==> images/pdn.png <==
(1 px per um) Pins as bars on the die edge.
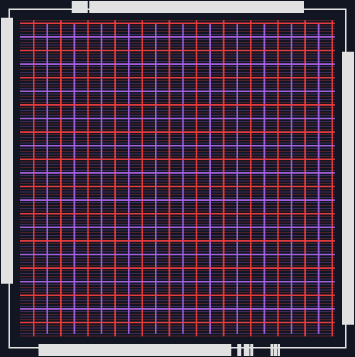
==> images/met2.png <==
(1 px per um)
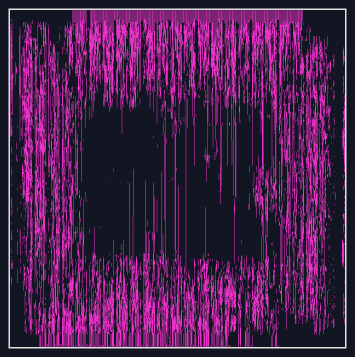
==> images/final_clocks.png <==
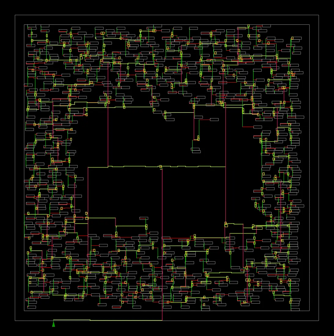
**config.mk**
```make
export PLATFORM = sky130hd
export DESIGN_NAME = bus_dest_bank
export DESIGN_NICKNAME = d
export VERILOG_FILES = /design/src/rtl/cpu_bus_pkg.sv /design/src/rtl/dec_5_32.sv /design/src/rtl/bus_dest_bank.sv
export SDC_FILE = /design/constraint.sdc
export NUM_CORES = 1
export LEC_CHECK = 0
export CAP_MARGIN = 20
export CORE_AREA = 10 10 325 327
export CTS_BUF_LIST = sky130_fd_sc_hd__clkbuf_2
export DETAILED_ROUTE_END_ITERATION = 10
export DIE_AREA = 0 0 335 337
export GPL_ROUTABILITY_DRIVEN = 1
export SYNTH_ARGS = -nofsm -noshare
export SYNTH_HDL_FRONTEND = slang
export SYNTH_SLANG_ARGS = --single-unit
```
**constraint.sdc**
```tcl
create_clock -name clock -period 2 [get_ports clock]
set_input_delay 0.4 -clock clock [delete_from_list [all_inputs] [get_ports clock]]
set_output_delay 0.4 -clock clock [all_outputs]
set_load 0.005 [all_outputs]
```
**src/rtl/cpu_bus_pkg.sv**
```systemverilog
// Shared datapath-bus definitions: destination/source code map, widths and
// the write-bank startup states.
package cpu_bus_pkg;

  localparam int unsigned DW    = 32;
  localparam int unsigned NDEST = 24;

  typedef enum logic [4:0] {
    DEST_R0      = 5'd0,
    DEST_R1      = 5'd1,
    DEST_R2      = 5'd2,
    DEST_R3      = 5'd3,
    DEST_R4      = 5'd4,
    DEST_R5      = 5'd5,
    DEST_R6      = 5'd6,
    DEST_R7      = 5'd7,
    DEST_R8      = 5'd8,
    DEST_R9      = 5'd9,
    DEST_R10     = 5'd10,
    DEST_R11     = 5'd11,
    DEST_R12     = 5'd12,
    DEST_R13     = 5'd13,
    DEST_R14     = 5'd14,
    DEST_R15     = 5'd15,
    DEST_HI      = 5'd16,
    DEST_LO      = 5'd17,
    DEST_Y       = 5'd18,
    DEST_MAR     = 5'd19,
    DEST_PC      = 5'd20,
    DEST_MDR     = 5'd21,
    DEST_IR      = 5'd22,
    DEST_OUTPORT = 5'd23
  } dest_code_e;

  typedef enum logic {
    ST_INIT = 1'b0,
    ST_RUN  = 1'b1
  } bank_state_e;

endpackage

```
**src/rtl/dec_5_32.sv**
```systemverilog
// Combinational 5-to-32 one-hot decoder with enable; inverse of the
// source-side priority encoder.
module dec_5_32 (
  input  logic        i_en,
  input  logic [4:0]  i_code,
  output logic [31:0] o_onehot
);

  always_comb begin
    o_onehot = '0;
    if (i_en) o_onehot[i_code] = 1'b1;
  end

endmodule

```
**src/rtl/bus_dest_bank.sv**
```systemverilog
// Write end of the datapath bus: captures bus_in into one decoded destination
// register per cycle, plus PC increment, MDR memory load and error tracking.
module bus_dest_bank
  import cpu_bus_pkg::*;
#(
  parameter int unsigned DW      = cpu_bus_pkg::DW,
  parameter int unsigned NDEST   = cpu_bus_pkg::NDEST,
  parameter int unsigned PC_STEP = 1
) (
  input  logic                clock,
  input  logic                clear,
  input  logic [DW-1:0]       bus_in,
  input  logic [4:0]          dest_code,
  input  logic                wr_valid,
  output logic                wr_ready,
  input  logic                inc_pc,
  input  logic                mem_read,
  input  logic [DW-1:0]       mem_data,
  output logic [DW*NDEST-1:0] regs_flat,
  output logic [15:0]         wr_count,
  output logic                dest_err,
  output logic [4:0]          err_code
);

  bank_state_e      r_state;
  bank_state_e      w_state_next;
  logic [DW-1:0]    r_regs [NDEST];
  logic [15:0]      r_wr_count;
  logic             r_dest_err;
  logic [4:0]       r_err_code;
  logic             w_accept;
  logic [31:0]      w_dec;
  logic [NDEST-1:0] w_wen;
  logic             w_bad;

  always_ff @(posedge clock or negedge clear) begin
    if (!clear) r_state <= ST_INIT;
    else        r_state <= w_state_next;
  end

  always_comb begin
    w_state_next = r_state;
    case (r_state)
      ST_INIT: w_state_next = ST_RUN;
      ST_RUN:  w_state_next = ST_RUN;
      default: w_state_next = ST_INIT;
    endcase
  end

  assign wr_ready = (r_state == ST_RUN);
  assign w_accept = wr_valid & wr_ready;

  dec_5_32 u_dec (
    .i_en     (w_accept),
    .i_code   (dest_code),
    .o_onehot (w_dec)
  );

  assign w_wen = w_dec[NDEST-1:0];

  // Any decoded line above the implemented range marks an invalid destination.
  generate
    if (NDEST < 32) begin : g_bad
      assign w_bad = |w_dec[31:NDEST];
    end else begin : g_nobad
      assign w_bad = 1'b0;
    end
  endgenerate

  // Later non-blocking assignments win: bus write beats inc_pc on PC,
  // and mem_read beats a bus write on MDR.
  always_ff @(posedge clock or negedge clear) begin
    if (!clear) begin
      for (int unsigned k = 0; k < NDEST; k++) r_regs[k] <= '0;
    end else begin
      for (int unsigned k = 0; k < NDEST; k++) begin
        if (w_wen[k]) r_regs[k] <= bus_in;
      end
      if (inc_pc && wr_ready && !w_wen[DEST_PC])
        r_regs[DEST_PC] <= r_regs[DEST_PC] + DW'(PC_STEP);
      if (mem_read)
        r_regs[DEST_MDR] <= mem_data;
    end
  end

  always_ff @(posedge clock or negedge clear) begin
    if (!clear) begin
      r_wr_count <= '0;
      r_dest_err <= 1'b0;
      r_err_code <= '0;
    end else begin
      if (|w_wen) r_wr_count <= r_wr_count + 16'd1;
      if (w_bad) begin
        r_dest_err <= 1'b1;
        if (!r_dest_err) r_err_code <= dest_code;
      end
    end
  end

  always_comb begin
    regs_flat = '0;
    for (int unsigned k = 0; k < NDEST; k++) regs_flat[DW*k +: DW] = r_regs[k];
  end

  assign wr_count = r_wr_count;
  assign dest_err = r_dest_err;
  assign err_code = r_err_code;

endmodule
```
==> impl_metrics.ini <==
; physical design summary
[logic_synthesis]
synthesis.nets = 2078
synth_area_um2 = 30700
async_flop_share = 1.00
ys_cells = 2002
ff_type = dfrtp_1
yosys.area_share.aoi = 0.0112
mux_area_frac = 0.271
ys_warn_count = 0
netlist_logic_family_top = multiplexers
numSynthFlops = 791
adder_share = 0.000816
synthXorXnorAreaFrac = 0.0126
edf_count = 0
postSynthSeqShare = 0.646
syn-instance-count = 2002
simple_gate_share = 0.0348
ys_chip_area_um2 = 30700

[power]
power_density_nw_per_um2 = 886
p_leak_nw = 23.4

[cts]
cts_sinks = 791
cts.repair.resized = 3525
clk_pin_slew_worst_paths_ns = 0.10
clk_root_buffer_cell = clkbuf_2
clock_latency_ns = 1.49
ctsLongestPathBuffers = 3
cts_buffers = 206
cts_hold_buf = 129
cts_tree = built

[sta]
setup_ws_ns = -0.490
fin_crit_sh = 1.24
period_needed_ns = 2.49
slew_headroom = 0.297
rsz0062_at_grt = true
worst_pin_slew_ns = 1.05
finalHoldViolCount = 0
slew_violations = 0
setup_viol = 821
fmax_mhz = 402

[status]
status = finished with violations
violations = setup timing

[min_path]
min_path_type = primary input to flop
worstHoldStart = bus_in[14]
min_path_cells = 3

[global_route]
grt_pass1_wl_um = 180000
grt_overflow = 0
grtUsageMet2 = 0.379
grt_pass1_vias = 24750
grt_max_degree = 84
busiest_layer = met2
antenna_found_initial = 17
grt_usage = 0.221

[drt]
route.met3.wl_um = 10200
wl_met2_um = 64800
post_drt_wl_per_cell_um = 26.6
postRouteAntennaNets = 0
dr_total_vias = 23205
viasPerCell = 4.77
dr.pass1.iters = 7
post-route-drc-count = 0
highest_layer = met5
drtIter0Drc = 1247
wl_met1_um = 48800

[setup_path]
reg2reg_depth = 8
timing.rr.end = regs_flat[671]
path_depth = 2
crit_path_start_kind = flop
cp_common_cell = buf_6
cp_slowest_cell = dfrtp_2
cp_max_fo = 4
rr_startpoint = regs_flat[650]
crit_required_ns = 1.60
path_delay_family = flip-flops
cp.arrival_ns = 2.09
crit_chain = buf_6 -> buf_6
crit_path_end_kind = output port
rrSetupSlack_ns = -0.06
crit_end = wr_ready
worstPathBufferInverterCount = 2
crit_type = flop to output port

[placement]
gp_congestion = 0.816
dp_hpwl_um = 88500
io_buffers = 864
placed_area_um2 = 42100

[die]
fp_util = 0.309
core_um2 = 99300
die_area_um2 = 113000
io_pins = 865
die_x_um = 335
rows = 116

[cells_and_area]
synthToLayoutAreaGrowth_pct = 46.2
drive_above_1_share = 0.632
nFillCells = 9130
fin_area_um2 = 44800
fin_nets = 3492
most-common-layout-cells = dfrtp_1, mux2_2, buf_2, buf_4, clkbuf_2
regArea_um2 = 19800
lay_top_count = dfrtp_1

[run]
maxCapViolations = 0
-- pdn.png (at the start) --
[VDD] purple
[VSS] red
met1 rails: 117
signal pins: 865
rows: 116
Die Y: 337 um
Worst VDD drop: 0.467 mV

-- met2.png (at the start) --
longest straight run: 177 um
nets with wire on the layer: 3333
main direction: vertical
share of all routed wire: 50%
wire length on this layer: 64.8 mm

-- final_clocks.png (at the start) --
seq_cells: 791
clock skew: 0.0967 ns
clk_buf instances: 297

layout make-up:
type / count / area share
sequential: 791 / 0.442
clock inverter: 56 / 0.00729
tap: 1298 / 0.0362
antenna: 8 / 0.000447
multi-input combinational: 1047 / 0.229
clock buffer: 297 / 0.0332
inverter: 6 / 0.000503
timing repair buffer: 1364 / 0.251
tightest hold or removal path: cells and delay by family:
family / cells / cell delay, ns
muxes: 1 / 0.41
buffers and inverters: 2 / 0.95
state kept, by name, summed over array words and instances (netlist names):
register   cells
wr_count      16
err_code       5
dest_err       1
wr_ready       1
regs_flat    768
stage by stage:
stage                     hold slack (ns)  cells  setup slack [ns]  total power [mW]   util
after floorplan                     0.104   2002             0.124              21.9      -
after global placement              0.387   4150            -0.505              28.6  0.424
after detailed placement            0.387   4150            -0.553              28.8  0.424
after CTS                         0.00896   4784            -0.831              39.9  0.442
after global routing                0.133   4860            -0.756              41.9  0.451
final                               0.330   4867            -0.490              39.7  0.451
cell usage after synthesis (7+ instances only):
| cell | instances | area [um2] |
|---|---|---|
| buf_2 | 70 | 350 |
| buf_4 | 7 | 52.6 |
| clkbuf_1 | 78 | 293 |
| dfrtp_1 | 791 | 19800 |
| mux2_1 | 10 | 113 |
| mux2_2 | 698 | 7860 |
| mux2i_1 | 33 | 330 |
| nand2_1 | 94 | 353 |
| nand3_1 | 8 | 40.0 |
| nand4_1 | 17 | 106 |
| nor2_1 | 17 | 63.8 |
| nor3_1 | 9 | 45.0 |
| o21ai_0 | 55 | 275 |
| xnor2_1 | 34 | 298 |
| xor2_1 | 10 | 87.6 |
power breakdown:
group	internal, mW	switching (mW)
clock	4.38	6.81
sequential	18.1	1.36
combinational	5.09	3.93
Power and IR drop assume default switching activity.
